Fig. 1: run 1, routed metal, one color a layer
Drawn at 2 px/um. Only two layers are drawn.
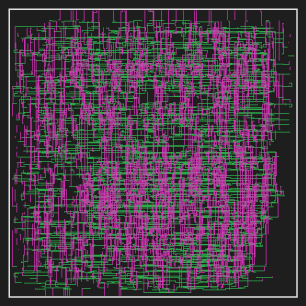
Fig. 2: run 1, zoomed window
Window x 52 to 92, y 52 to 92 um. Cells in gray, sequential cells in the stronger gray; small squares are vias.
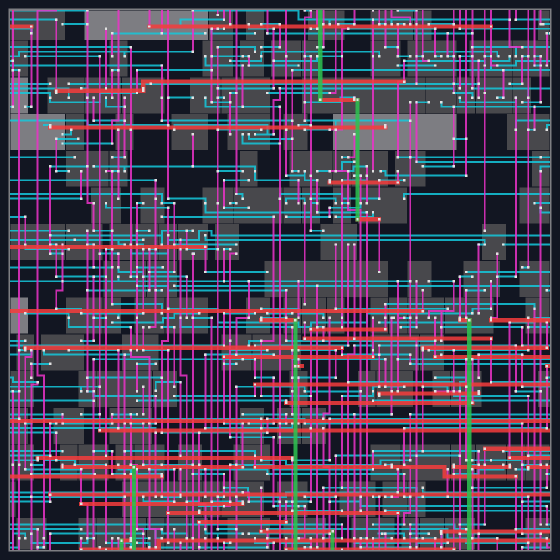
Fig. 3: run 1, signal wires on met2
Drawn at 2 px/um.
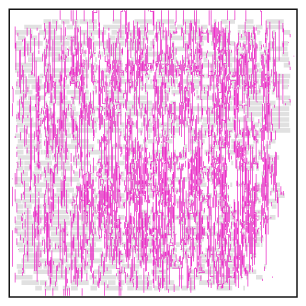
`src/rtl/fp32_to_fixed.sv`:
```
// FP32 to signed fixed-point converter: 4-stage falling-edge pipeline with
// denormalising shift, optional half-away rounding, saturation and status flags.
module fp32_to_fixed #(
  parameter int WIDTH = 32,
  parameter int FRAC  = 16,
  parameter int ROUND = 1
) (
  input  logic             clk_n,
  input  logic             rst,
  input  logic             en,
  input  logic             in_valid,
  input  logic [31:0]      A,
  output logic             out_valid,
  output logic [WIDTH-1:0] Q,
  output logic             ovf,
  output logic             nan_flag,
  output logic             uf
);
  localparam int MW = WIDTH + 1;
  localparam logic signed [9:0] BIAS_S = 10'sd150;
  localparam logic signed [9:0] FRAC_S = 10'(FRAC);
  localparam logic signed [9:0] SH_MAX = 10'(WIDTH - 23);
  localparam logic [MW-1:0]     POS_MAX = {2'b00, {(WIDTH-1){1'b1}}};
  localparam logic [MW-1:0]     NEG_MAX = {2'b01, {(WIDTH-1){1'b0}}};
  localparam logic [WIDTH-1:0]  Q_MAX = {1'b0, {(WIDTH-1){1'b1}}};
  localparam logic [WIDTH-1:0]  Q_MIN = {1'b1, {(WIDTH-1){1'b0}}};

  // Flow control: an operand is accepted on a falling edge where en=1 and
  // in_valid=1; en=0 freezes every stage and valid bit; there is no backpressure.

  // stage 1: raw fields
  logic        s1_v, s1_s;
  logic [7:0]  s1_e;
  logic [22:0] s1_m;

  // stage 2: classification and shift amount
  logic                s2_v, s2_s, s2_nan, s2_inf, s2_zero, s2_den;
  logic [23:0]         s2_mant;
  logic signed [9:0]   s2_sh;

  // stage 3: magnitude and pre-overflow
  logic          s3_v, s3_s, s3_nan, s3_inf, s3_zero, s3_den, s3_big;
  logic [MW-1:0] s3_mag;

  logic              c2_nan, c2_inf, c2_zero, c2_den;
  logic [23:0]       c2_mant;
  logic signed [9:0] c2_sh;

  always_comb begin
    c2_nan  = (s1_e == 8'hff) && (s1_m != '0);
    c2_inf  = (s1_e == 8'hff) && (s1_m == '0);
    c2_zero = (s1_e == 8'h00);
    c2_den  = (s1_e == 8'h00) && (s1_m != '0);
    c2_mant = {1'b1, s1_m};
    c2_sh   = $signed({2'b00, s1_e}) - BIAS_S + FRAC_S;
  end

  logic signed [9:0] c3_neg;
  logic              c3_rbit;
  logic              c3_big;
  logic [MW-1:0]     c3_mag;

  always_comb begin
    c3_neg  = -s2_sh;
    c3_rbit = 1'b0;
    c3_big  = 1'b0;
    c3_mag  = '0;
    if (!(s2_nan || s2_inf || s2_zero)) begin
      // Exponent too large means the magnitude is at least 2^WIDTH.
      if (s2_sh >= SH_MAX) begin
        c3_big = 1'b1;
      end else if (!s2_sh[9]) begin
        c3_mag = MW'(s2_mant) << s2_sh[5:0];
      end else if (c3_neg < 10'sd25) begin
        c3_mag  = MW'(s2_mant >> c3_neg[4:0]);
        c3_rbit = s2_mant[c3_neg[4:0] - 5'd1];
      end
      if (ROUND == 1) c3_mag = c3_mag + MW'(c3_rbit);
    end
  end

  logic [WIDTH-1:0] c4_q;
  logic             c4_ovf, c4_nan, c4_uf;

  always_comb begin
    c4_q   = '0;
    c4_ovf = 1'b0;
    c4_nan = 1'b0;
    c4_uf  = 1'b0;
    if (s3_nan) begin
      c4_nan = 1'b1;
    end else if (s3_inf || s3_big ||
                 (!s3_s && (s3_mag > POS_MAX)) || (s3_s && (s3_mag > NEG_MAX))) begin
      c4_ovf = 1'b1;
      c4_q   = s3_s ? Q_MIN : Q_MAX;
    end else if (s3_zero) begin
      c4_uf = s3_den;
    end else begin
      c4_q  = s3_s ? ('0 - s3_mag[WIDTH-1:0]) : s3_mag[WIDTH-1:0];
      c4_uf = (s3_mag == '0);
    end
  end

  always_ff @(negedge clk_n or posedge rst) begin
    if (rst) begin
      s1_v <= 1'b0; s1_s <= 1'b0; s1_e <= '0; s1_m <= '0;
      s2_v <= 1'b0; s2_s <= 1'b0; s2_nan <= 1'b0; s2_inf <= 1'b0;
      s2_zero <= 1'b0; s2_den <= 1'b0; s2_mant <= '0; s2_sh <= '0;
      s3_v <= 1'b0; s3_s <= 1'b0; s3_nan <= 1'b0; s3_inf <= 1'b0;
      s3_zero <= 1'b0; s3_den <= 1'b0; s3_big <= 1'b0; s3_mag <= '0;
      out_valid <= 1'b0; Q <= '0; ovf <= 1'b0; nan_flag <= 1'b0; uf <= 1'b0;
    end else if (en) begin
      s1_v <= in_valid;
      s1_s <= A[31];
      s1_e <= A[30:23];
      s1_m <= A[22:0];

      s2_v    <= s1_v;
      s2_s    <= s1_s;
      s2_nan  <= c2_nan;
      s2_inf  <= c2_inf;
      s2_zero <= c2_zero;
      s2_den  <= c2_den;
      s2_mant <= c2_mant;
      s2_sh   <= c2_sh;

      s3_v    <= s2_v;
      s3_s    <= s2_s;
      s3_nan  <= s2_nan;
      s3_inf  <= s2_inf;
      s3_zero <= s2_zero;
      s3_den  <= s2_den;
      s3_big  <= c3_big;
      s3_mag  <= c3_mag;

      // Outputs only change when a real result arrives; bubbles leave them held.
      out_valid <= s3_v;
      if (s3_v) begin
        Q        <= c4_q;
        ovf      <= c4_ovf;
        nan_flag <= c4_nan;
        uf       <= c4_uf;
      end
    end
  end
endmodule

```
`config.mk`:
```
export PLATFORM = sky130hd
export DESIGN_NAME = fp32_to_fixed
export DESIGN_NICKNAME = d
export VERILOG_FILES = /design/src/rtl/fp32_to_fixed.sv
export SDC_FILE = /design/constraint.sdc
export NUM_CORES = 1
export LEC_CHECK = 0
export CAP_MARGIN = 20
export CORE_MARGIN = 2
export CORE_UTILIZATION = 57
export CTS_CLUSTER_DIAMETER = 50
export DETAILED_ROUTE_END_ITERATION = 10
export PLACE_DENSITY_LB_ADDON = 0.12
export SLEW_MARGIN = 20
export SYNTH_ARGS = -nofsm -noshare
export SYNTH_HDL_FRONTEND = slang
export SYNTH_SLANG_ARGS = --single-unit
```
`constraint.sdc`:
```
create_clock -name clk_n -period 8.3 [get_ports clk_n]
set_input_delay 2.49 -clock clk_n [delete_from_list [all_inputs] [get_ports clk_n]]
set_output_delay 2.49 -clock clk_n [all_outputs]
set_load 0.05 [all_outputs]
```
==> reports/results.ini, run 1 <==
[logic_synthesis]
top_cell_area_share_pct=33.8
yosysUniqueCellTypes=92
synth_nets=1208
flop_cell=dfrtn_1
netlist_top_cells_count=149 x dfrtn_1, 93 x nand2_1, 82 x mux2_2
synthCells=1164
ys.flops=149

[final_timing]
setup_viol_count_final=0
rsz0062_at_grt=no
hold_viol_final=0
tns_ns=0
worst_pin_slew_ns=1.11

[floorplanning]
ios=72
core_um2=18800

[cts]
clkSinkCount=149
post_cts_buffers=0

[global_routing]
grt_pass1_wl_mm=52.8

[run_status]
outcome=finished clean

[detailed_routing]
drt_iter0_markers=1084
drc_errors=0

[power_and_ir_drop]
max-vdd-ir-drop_mv=0.181
p_leak_nw=5.26

[placement]
numPortBuffers=71

[cells_and_area]
stdcell_area_um2=12600

[setup_path]
worstSetupPathType=reg2out

## Picture notes: Fig. 1
legend:
  M1:
    color: green
    wire_length: 14,300 um
  M2:
    color: magenta
    wire_length: 14,900 um

## Picture notes: Fig. 2
legend:
  M1:
    color: cyan
  M3:
    color: red
  M2:
    color: magenta
  M4:
    color: green
netlist names of flops here include: s3_mag (2)
cells with their middle in the window: 130
sequential cells in the window: 2
most frequent: nand2_1 (18), nor2_1 (15), a21oi_1 (8)

## Picture notes: Fig. 3
main direction: vertical
share of all routed wire: 46%
wire length on this layer: 14,900 um
M2 GR Usage: 50.8%
Via Count: 9,835

==> run 1: routing by layer <==
metal / vias to the layer above / track usage [%] / share of wire (%) / wire length [um]
met5: - / 0 / 0 / 0
met2: 438 / 50.8 / 45 / 14900
met1: 4827 / 48.2 / 44 / 14300
met3: 58 / 5.90 / 8.5 / 2780
met4: 0 / 9.64 / 2.3 / 743
li1: 4512 / - / - / -
==> run 1: sequential cells by signal, summed over array words and instances (netlist names), 8 cells and up <==
name and count:
Q 32, s1_e 8, s1_m 23, s2_mant 24
s2_sh 10, s3_mag 33
==> run 1: cell type report <==
| class | instances | area, um2 |
|---|---|---|
| well taps | 260 | 325 |
| fillers | 1551 | 6260 |
| clock buffers | 18 | 429 |
| multi-input cells | 899 | 6780 |
| clock inverters | 14 | 188 |
| repair buffers | 94 | 983 |
| inverters | 36 | 140 |
| flip-flops and latches | 149 | 3730 |
==> run 1: stage by stage <==
step	hold WS [ns]	setup slack [ns]
6_report	0.437	0.0260
5_1_grt	0.448	0.00113
4_1_cts	0.441	0.00547
3_5_place_dp	0.436	0.0676
3_3_place_gp	0.426	0.168
2_1_floorplan	0.410	-0.101
==> run 1: power by group <==
group	internal [mW]	switching, mW
clock network	0.460	0.361
logic	0.690	1.08
registers	0.871	0.165
total	2.02	1.60
==> run 1: placed cells by master, fill, tap and decap left out, types with 17 or more instances in the layout <==
cell and count:
mux2_2 82, buf_4 18, inv_1 31, clkdlybuf4s50_1 56, o21ai_0 78, o22ai_1 25, nand2_1 92, mux2i_1 60
a21oi_1 74, nand3_1 23, clkbuf_16 17, nor2_1 72, a22o_1 21, mux4_2 33, dfrtn_1 149, nor3_1 37
--- run 2 (diff from run 1) ---
- ABC_AREA: not set -> 1
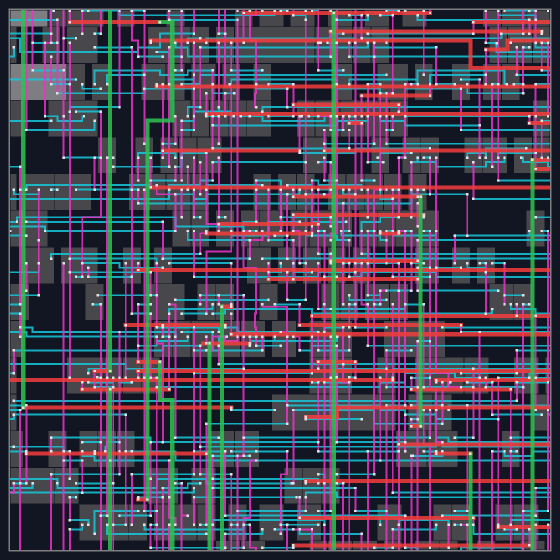
Fig. 4. Zoomed window (run 2).
Window x 51 to 91, y 51 to 91 um. Cells in gray, sequential cells in the stronger gray; small squares are vias.
legend:
  M2:
    color: magenta
  M3:
    color: red
  M1:
    color: cyan
  M4:
    color: green
most frequent: nand2_1 (66), nand3_1 (25), nor2_1 (17)
sequential cells in the window: 0
cells with their middle in the window: 156

==> run 2 against run 1 <==
Net effect:
- clock skew is 0.0088 ns higher
- routed wire length is 7.1% higher
- combinational power is 16% lower
- critical endpoint is now Q[26]
==> reports/results.ini, run 2 <==
[cells_and_area]
final_common_cell=nand2_1
most-common-layout-cells=559 x nand2_1, 272 x nand3_1, 149 x dfrtn_1
stdcell_area_um2=12200
final.fill_count=1756
top_register=s3_mag
largest_registers=s3_mag x33, Q x32, s2_mant x24

[final_timing]
setup_viol_count_final=0
worst_pin_slew_ns=1.03
tns_ns=0
rsz0062_at_grt=no
timing.final.ws_setup_ns=0.0286
hold_viol_final=0

[global_routing]
grt_pass1_vias=10700
grt_pass1_wl_mm=56.5
grt_overflow_total=0
antenna_found_initial=0

[logic_synthesis]
yosysUniqueCellTypes=49
top_cell_area_share_pct=34.4
flop_cell=dfrtn_1
synthCells=1713
synth_nets=1757

[placement]
pre_cts_slack_ns=0.287
numPortBuffers=71

[power_and_ir_drop]
max-vdd-ir-drop_mv=0.205
p_leak_nw=6.08

[cts]
post_cts_buffers=0
clkSinkCount=149

[floorplanning]
ios=72
core_um2=18700
die_w_um=142

[detailed_routing]
drt_iter0_markers=1350
num_vias=11800
routedWlPerCell_um=17.6
drtPass1Iterations=6
drc_errors=0

[setup_path]
r2r_end=s3_mag[24]

[run_status]
outcome=finished clean

run 2: metrics by stage:
| stage | std cells | hold WS (ns) |
|---|---|---|
| after detailed placement | 1952 | 0.423 |
| after floorplan | 1713 | 0.403 |
| after CTS | 1984 | 0.427 |
| after global routing | 1984 | 0.451 |
| final | 1984 | 0.424 |
| after global placement | 1952 | 0.416 |
run 2: cell type report:
class / count / area [um2] / share of cell area [%]
sequential: 149 / 3730 / 30.5
clock buffer: 18 / 429 / 3.51
inverter: 151 / 574 / 4.69
tap: 234 / 293 / 2.39
multi-input combinational: 1327 / 6120 / 49.9
timing repair buffer: 91 / 925 / 7.55
clock inverter: 14 / 179 / 1.46
run 2: where the power goes:
| part | internal (mW) | switching, mW |
|---|---|---|
| sequential | 0.858 | 0.107 |
| combinational | 0.442 | 1.04 |
| clock | 0.459 | 0.368 |
| total | 1.76 | 1.51 |
run 2: what timing repair did:
action | 4_1_cts | 5_1_grt
hold buffers | 0 | 0
endpoints found under the setup margin | 1 | 12
gates resized | 1 | 12
run 2: layer usage:
layer	share of wire, %	track usage (%)	vias up	wire length, um
met5	0	0	-	0
met4	2.6	11.6	0	927
met3	10	7.00	63	3580
met2	41	51.5	595	14500
met1	46	54.3	5520	16000
li1	-	-	5663	-
run 2: logic make-up (layout without fill, tap and decap cells):
logic type / Yosys count / after routing / share of synthesized area (%)
AND/OR/NAND/NOR: 1078 / 1078 / 43.0
buffers and inverters: 237 / 274 / 9.27
AND-OR/OR-AND: 229 / 229 / 11.5
flip-flops: 149 / 149 / 34.4
XOR/XNOR: 11 / 11 / 0.888
adder cells (fa/ha/maj): 8 / 8 / 0.923
multiplexers: 1 / 1 / 0.0923
--- run 3 (diff from run 2) ---
- REMOVE_ABC_BUFFERS: not set -> 1
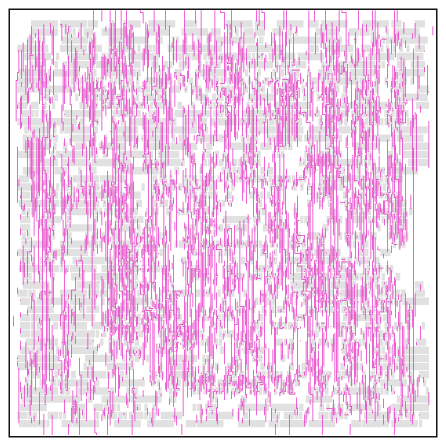
Fig. 5. Signal wires on met2 (run 3).
Drawn at 3 px/um.
main direction: vertical
longest straight run: 89.1 um
Via Count: 11,800
final WL: 33.7 mm
M2 GR Usage: 51.8%

==> run 3 against run 2 <==
Net effect:
- the flow now finishes with violations (negative setup slack)
- hold slack worse by 0.0020 ns
- power down 1.9%
- clock skew decreased by 0.0068 ns
- global-route usage fell by 1.0 points
- critical path depth stayed put
- register-to-register slack got worse by 0.17 ns
- critical endpoint is now uf
- largest power group unchanged
==> reports/results.ini, run 3 <==
[power_and_ir_drop]
max-vdd-ir-drop_mv=0.162
pwr-share-comb_pct=45.3
p_leak_nw=6.00
power_frac_seq_pct=30.2
switchingPower_mw=1.50

[global_routing]
grt_use_met3_pct=8.41
gr-usage-met1_pct=50.4
grt_pass1_wl_mm=55.5

[cells_and_area]
most-common-layout-cells=559 x nand2_1, 272 x nand3_1, 149 x dfrtn_1
top_register=s3_mag
largest_registers=s3_mag x33, Q x32, s2_mant x24

[final_timing]
timing.final.ws_setup_ns=-0.0134
setup_viol_count_final=1

[run_status]
violations=negative setup slack
outcome=finished, violations left

[setup_path]
r2r_end=s3_mag[24]
worstSetupPathType=reg2out

[logic_synthesis]
yosysUniqueCellTypes=49
ys.flops=149

[detailed_routing]
wl_met3_mm=3.44
drc_errors=0
route.met2.wl_mm=14.4

[floorplanning]
core_um2=18700

[cts]
clkSinkCount=149
ctsResizeCount=0
cts_hold_buf=0

## run 3: cell count changes in the layout (fill, tap and decap cells not counted)
cell,previous run,this run
buf_4,18,12
clkbuf_1,1,0
buf_12,3,5
inv_8,3,6
inv_12,0,1
dlygate4sd2_1,1,0
inv_6,6,3
clkinv_8,1,3
bufinv_16,2,0
clkdlybuf4s50_1,57,63
dlymetal6s2s_1,12,7
## run 3: layout make-up
class                           count  area [um2]  share of cell area, %
Clock buffer                       17         425                   3.48
Clock inverter                     15         174                   1.42
Inverter                          151         576                   4.71
Multi-Input combinational cell   1327        6120                   50.0
Sequential cell                   149        3730                   30.5
Tap cell                          234         293                   2.40
Timing Repair Buffer               87         908                   7.43
## run 3: per-stage QoR
step | setup WS (ns) | instance area (um2)
floorplan | -2.18 | 10400
global placement | 0.445 | 11600
detailed placement | 0.393 | 11600
CTS | 0.00979 | 12200
global route | -0.0663 | 12200
finish | -0.0134 | 12200
## run 3: worst min-delay path, cell delays in order, from the launching register on
cell,delay (ns)
dfrtn_1,0.41
nand2_1,0.05
nand2_1,0.05
## run 3: cells by family (layout without fill, tap and decap cells)
group / after synthesis / count (layout) / synth area share [%]
adder cells (fa/ha/maj): 8 / 8 / 0.923
AND/OR/NAND/NOR: 1078 / 1078 / 43.0
AND-OR/OR-AND: 229 / 229 / 11.5
flip-flops: 149 / 149 / 34.4
buffers and inverters: 237 / 270 / 9.27
multiplexers: 1 / 1 / 0.0923
XOR/XNOR: 11 / 11 / 0.888
## run 3: power by group through the flow
stage               Sequential, mW  Combinational, mW  Clock [mW]
global placement             0.974               1.41           0
floorplan                     1.19              0.761           0
CTS                          0.966               1.43       0.799
detailed placement           0.978               1.42           0
finish                       0.969               1.45       0.787
global route                 0.986               1.60       0.825

==> notes/layouts.md <==
Pictures saved along the way, in no particular order.

Placed standard cells.
picture 1
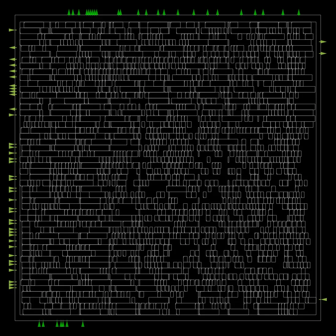
picture 2
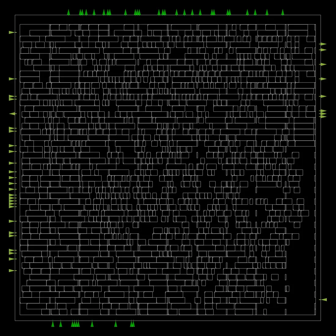
| from | picture |
|---|---|
| run 2 | picture 1 |
| run 1 | picture 2 |

No activity file was given, so power comes from the tool's default toggle rates.
